==> config.mk <==
export PLATFORM = sky130hd
export DESIGN_NAME = irq_controller_vec
export DESIGN_NICKNAME = d
export VERILOG_FILES = /design/src/rtl/irq_controller_vec.sv
export SDC_FILE = /design/constraint.sdc
export NUM_CORES = 1
export LEC_CHECK = 0
export ABC_AREA = 1
export CAP_MARGIN = 20
export CORE_MARGIN = 2
export CORE_UTILIZATION = 29
export CTS_CLUSTER_SIZE = 8
export DETAILED_ROUTE_END_ITERATION = 10
export PLACE_DENSITY = 0.91
export SLEW_MARGIN = 15
export SYNTH_ARGS = -nofsm -noshare
export SYNTH_HDL_FRONTEND = slang
export SYNTH_SLANG_ARGS = --single-unit
==> constraint.sdc <==
create_clock -name clk_i -period 2 [get_ports clk_i]
set_input_delay 0.4 -clock clk_i [delete_from_list [all_inputs] [get_ports clk_i]]
set_output_delay 0.4 -clock clk_i [all_outputs]
set_load 0.005 [all_outputs]
==> src/rtl/irq_controller_vec.sv <==
// Vectored interrupt controller: level/edge request capture, masking, fixed
// lowest-index priority, per-channel mcause, and handler nesting tracking.
module irq_controller_vec #(
  parameter int unsigned N_IRQ      = 16,
  parameter logic [31:0] EDGE_MASK  = 32'h0,
  parameter logic [31:0] CAUSE_BASE = 32'h1000_0010,
  localparam int unsigned IDW       = $clog2(N_IRQ)
) (
  input  logic             clk_i,
  input  logic             rst_ni,
  input  logic             exception_i,
  input  logic [N_IRQ-1:0] irq_req_i,
  input  logic [N_IRQ-1:0] irq_mask_i,
  input  logic             mie_i,
  input  logic             mret_i,
  output logic             irq_o,
  output logic [31:0]      irq_cause_o,
  output logic [IDW-1:0]   irq_id_o,
  output logic             irq_ret_o,
  output logic [N_IRQ-1:0] pending_o
);

  typedef enum logic [1:0] {IDLE, IRQ, EXC, IRQ_EXC} state_e;

  state_e           state_q, state_d;
  logic [N_IRQ-1:0] edge_mask;
  logic [N_IRQ-1:0] edge_pend_q, edge_pend_d;
  logic [N_IRQ-1:0] prev_q;
  logic [N_IRQ-1:0] pending, eligible, grant_clr;
  logic [IDW-1:0]   winner;

  assign edge_mask = EDGE_MASK[N_IRQ-1:0];

  // Level channels pass straight through; gated by reset so pending reads 0 while held.
  assign pending   = rst_ni ? ((edge_pend_q & edge_mask) | (irq_req_i & ~edge_mask)) : '0;
  assign eligible  = pending & irq_mask_i;
  assign pending_o = pending;

  always_comb begin
    winner = '0;
    for (int unsigned k = N_IRQ; k > 0; k--) begin
      if (eligible[k-1]) winner = IDW'(k - 1);
    end
  end

  assign irq_o     = rst_ni & (state_q == IDLE) & mie_i & (|eligible) & ~exception_i;
  assign irq_ret_o = (state_q == IRQ) & mret_i & ~exception_i;

  // A fresh edge in the grant cycle overrides the clear, so it is not lost.
  assign grant_clr   = irq_o ? (edge_mask & (N_IRQ'(1) << winner)) : '0;
  assign edge_pend_d = ((edge_pend_q & ~grant_clr) | (irq_req_i & ~prev_q)) & edge_mask;

  always_comb begin
    state_d = state_q;
    unique case (state_q)
      IDLE: begin
        if (exception_i) state_d = EXC;
        else if (irq_o)  state_d = IRQ;
      end
      EXC: begin
        if (mret_i) state_d = IDLE;
      end
      IRQ: begin
        if (exception_i) state_d = IRQ_EXC;
        else if (mret_i) state_d = IDLE;
      end
      IRQ_EXC: begin
        if (mret_i) state_d = IRQ;
      end
      default: state_d = IDLE;
    endcase
  end

  always_ff @(posedge clk_i or negedge rst_ni) begin
    if (!rst_ni) begin
      state_q     <= IDLE;
      edge_pend_q <= '0;
      prev_q      <= '0;
      irq_id_o    <= '0;
      irq_cause_o <= CAUSE_BASE;
    end else begin
      state_q     <= state_d;
      edge_pend_q <= edge_pend_d;
      prev_q      <= irq_req_i;
      if (irq_o) begin
        irq_id_o    <= winner;
        irq_cause_o <= CAUSE_BASE + 32'(winner);
      end
    end
  end

endmodule

Figure 1. Drive-strength map (run 1).
Bar = 20 um.
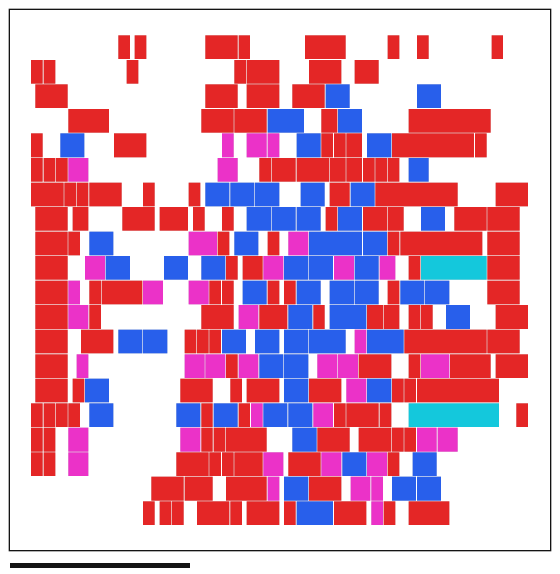
[blue] _3 and _4 cells | cells: 61 | share: 24%
[magenta] _2 cells | cells: 39 | share: 15%
[red] _0 and _1 cells | cells: 156 | share: 60%
[cyan] _6 and larger | cells: 2 | share: 0.78%

Figure 2. Clock wires, drivers and flops (run 1).
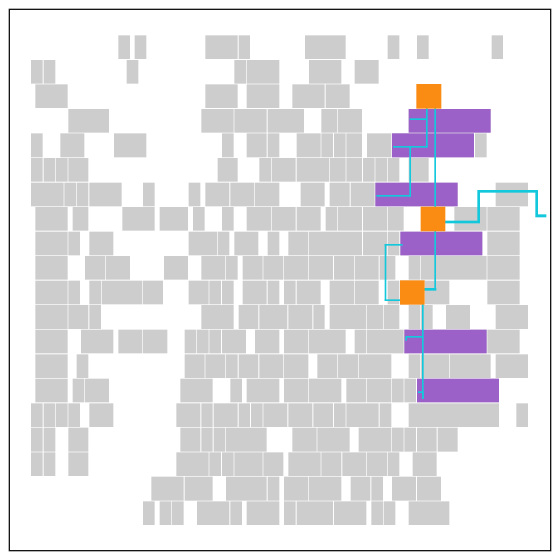
[cyan] clock wires | length: 91.5 um
[purple] flip-flops | count: 6
[orange] clock drivers | count: 3
routed clock nets: 4

==> results.yml, run 1 <==
# flow metrics
finish:
  multi_input_comb_cells: 115
  fin_area_mm2: 0.001913
  seq_cells: 6
  comb_area_um2: 585.6
  layout.nonclk_buf_frac: 0.5376
  clk_share: 0.01177
  seq_area_um2: 150.1
power:
  p_sw_mw: 0.3221
  seq_power_share: 0.236
  pg_clk_mw: 0.110
  power.group.top: "combinational cells"
  sw_frac_of_total: 0.3432
  clockPowerShare: 0.117
  powerDensity_mw_per_mm2: 490.5
synth:
  ys.flops: 6
  ys_sh_xor: 0
  top_area_cell: "buf_4"
  synthMuxAreaShare: 0
  netlist_top_cells_count: "53 x nand2_1, 32 x buf_4, 14 x inv_1"
  edf_count: 0
run_status:
  status: "complete, but fails checks"
  violations: "setup timing"
setup_path:
  crit_start: "irq_req_i[0]"
  reg2reg_to: "irq_id_o[0]"
  slowest_delay_ps: 410
  crit_arrival_ps: 1620
placement:
  place_area_mm2: 0.001647
  gp_congestion: 0.7496
clock_network:
  clkTransAtPathRegs_ps: 50
  cts_resized: 21
  clock_latency_ps: 240
  post_cts_buffers: 13
  cts_tree: "yes"
  cts_made_buffers: 3
route:
  drc: 0
  wl_um: 3244
  ant_nets: 0
timing:
  worst_slack_ps: -16.33
  hold_viol_final: 0
  setup_viol: 1
  rsz0062_at_grt: "true"
floorplanning:
  fp_util: 0.3017
  die_w_um: 59.89
  chip_area_mm2: 0.003587
  n_tap_cell: 33
global_routing:
  overflow: 0
  antenna_found_initial: 0
  use_met3: 0.01515
  grt_use_total: 0.1602
flow_run:
  drv_cap: 0
Figure 3. Register map, names as in the netlist (run 1).
Bar = 20 um.
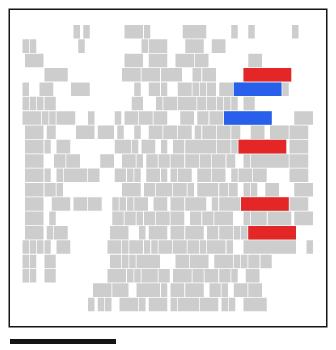
[blue] state_q | sequential cells: 2
[red] irq_id_o | sequential cells: 4 | where: middle right

Figure 4. Placed cells, one colour a class (run 1).
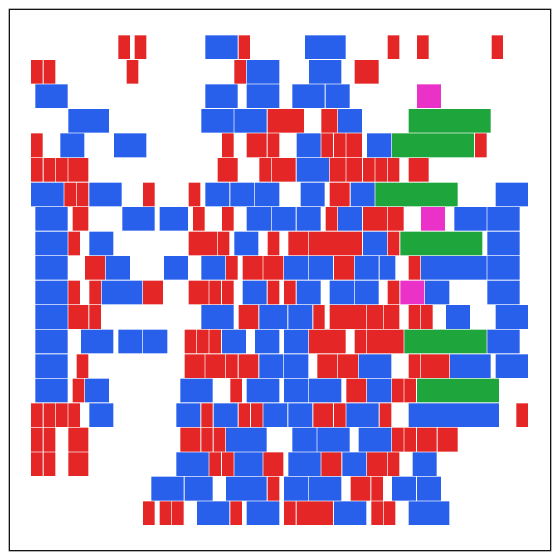
[red] combinational and other logic | cells: 137 | share of their area: 36%
[magenta] clock drivers | cells: 3 | share of their area: 1.2%
[green] flops | cells: 6 | share of their area: 8.0%
[blue] other buffers and delay cells | cells: 112 | share of their area: 55%

## run 1: cell usage in the layout, fill, tap and decap left out, types with 4 or more instances in the layout
cell / n
buf_4: 50
clkdlybuf4s50_1: 47
nand2_1: 35
conb_1: 28
nand2_2: 25
inv_1: 12
inv_2: 9
dlymetal6s2s_1: 7
dfrtp_1: 6
nand3_1: 4
nor2_1: 4
nor2_4: 4
clkbuf_4: 4
dlygate4sd2_1: 4
## run 1: state kept, by name (all words and copies together) (netlist names)
signal	cells
irq_id_o	4
state_q	2
## run 1: per-stage QoR
stage	setup TNS, ps	hold WS, ps
after floorplan	0	104.4
after global placement	-3461	487.5
after detailed placement	-3869	487.9
after CTS	0	267.3
after global routing	-100.1	267.5
final	-16.33	259.8
## run 1: tightest hold or removal path: stages
cell	delay, ps
clkbuf_4	150
buf_16	140
buf_4	130
==> run 2, diff against run 1 <==
--- a/config.mk
+++ b/config.mk
@@ -6,12 +6,12 @@
 export NUM_CORES = 1
 export LEC_CHECK = 0
 export ABC_AREA = 1
-export CAP_MARGIN = 20
 export CORE_MARGIN = 2
 export CORE_UTILIZATION = 29
 export CTS_CLUSTER_SIZE = 8
 export DETAILED_ROUTE_END_ITERATION = 10
-export PLACE_DENSITY = 0.91
+export PLACE_DENSITY_LB_ADDON = 0.08
+export RECOVER_POWER = 25
 export SLEW_MARGIN = 15
 export SYNTH_ARGS = -nofsm -noshare
 export SYNTH_HDL_FRONTEND = slang
Figure 5. The clock network (run 2).
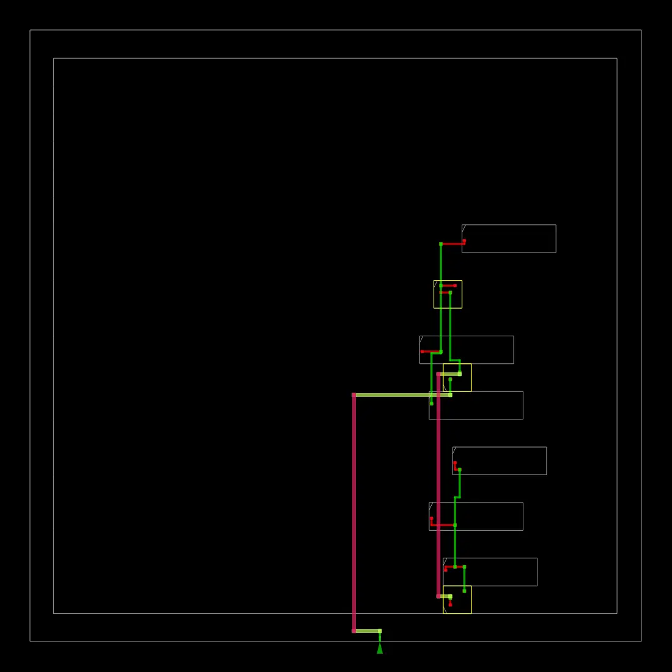
Clock Latency Late Sink: 240 ps
Sinks on Clock Net: 6
P_clk: 0.110 mW
Layout clock buffers: 3
final clock skew: 1.159 ps

==> run 2 against run 1 <==
- the flow now finishes without violations
- sequential share of layout area up 0.85 points
- via count down 12%
- synthesized cell count unchanged
- flip-flop count unchanged
- utilization down 6.2 points
- clock-buffer cell count unchanged
- register-to-register slack better by 40 ps
- hold slack better by 26 ps
- critical path type unchanged
- largest cell class unchanged
- highest routed layer unchanged
==> results.yml, run 2 <==
# flow metrics
run_status:
  status: "finished clean"
timing:
  whs_ps: 286.2
  hold_viol_final: 0
  setup_viol: 0
  setup_tns_ps: 0
finish:
  layout.cells.most_common: "clkdlybuf4s50_1"
  comb_area_um2: 531.8
  reg_top3: "irq_id_o (4), state_q (2)"
  seq_area_um2: 150.1
  largest_reg_flops: 4
flow_run:
  drv_cap: 0
floorplanning:
  fp_util: 0.3017
  chip_area_mm2: 0.003587
  die_w_um: 59.89
synth:
  ys_sh_xor: 0
  edf_count: 0
  synthMuxAreaShare: 0
route:
  ant_nets: 0
  wl_um: 2559
clock_network:
  cts_made_buffers: 3
  cts_tree: "yes"
  post_cts_buffers: 2
  clkTransAtPathRegs_ps: 40
global_routing:
  grt_use_total: 0.1391
power:
  seq_power_share: 0.253
  powerDensity_mw_per_mm2: 502.6
  power.group.top: "combinational cells"
  sw_frac_of_total: 0.3300
setup_path:
  crit_arrival_ps: 1580
  crit_start: "irq_req_i[11]"
run 2: cell type report:
type / instances / share of cell area
well taps: 33 / 0.02391
repair buffers: 95 / 0.5188
multi-input cells: 115 / 0.3080
clock buffers: 3 / 0.01304
inverters: 22 / 0.04928
flip-flops and latches: 6 / 0.08696
run 2: per-layer routing:
metal	global-route usage	share of wire
met2	0.2438	0.53
met4	0.06667	0.017
met5	0	0
met1	0.1580	0.37
met3	0.03030	0.079
run 2: path summary, 6_finish.rpt:
check | end | slack [ps]
setup / recovery | irq_o | 20
hold / removal | state_q[1] | 290
setup reg to reg | irq_id_o[0] | 720
hold reg to reg | irq_id_o[0] | 510
max in group asynchronous | irq_id_o[2] | 1310
min in group clk_i | irq_id_o[0] | 510
No activity file was given, so power comes from the tool's default toggle rates.
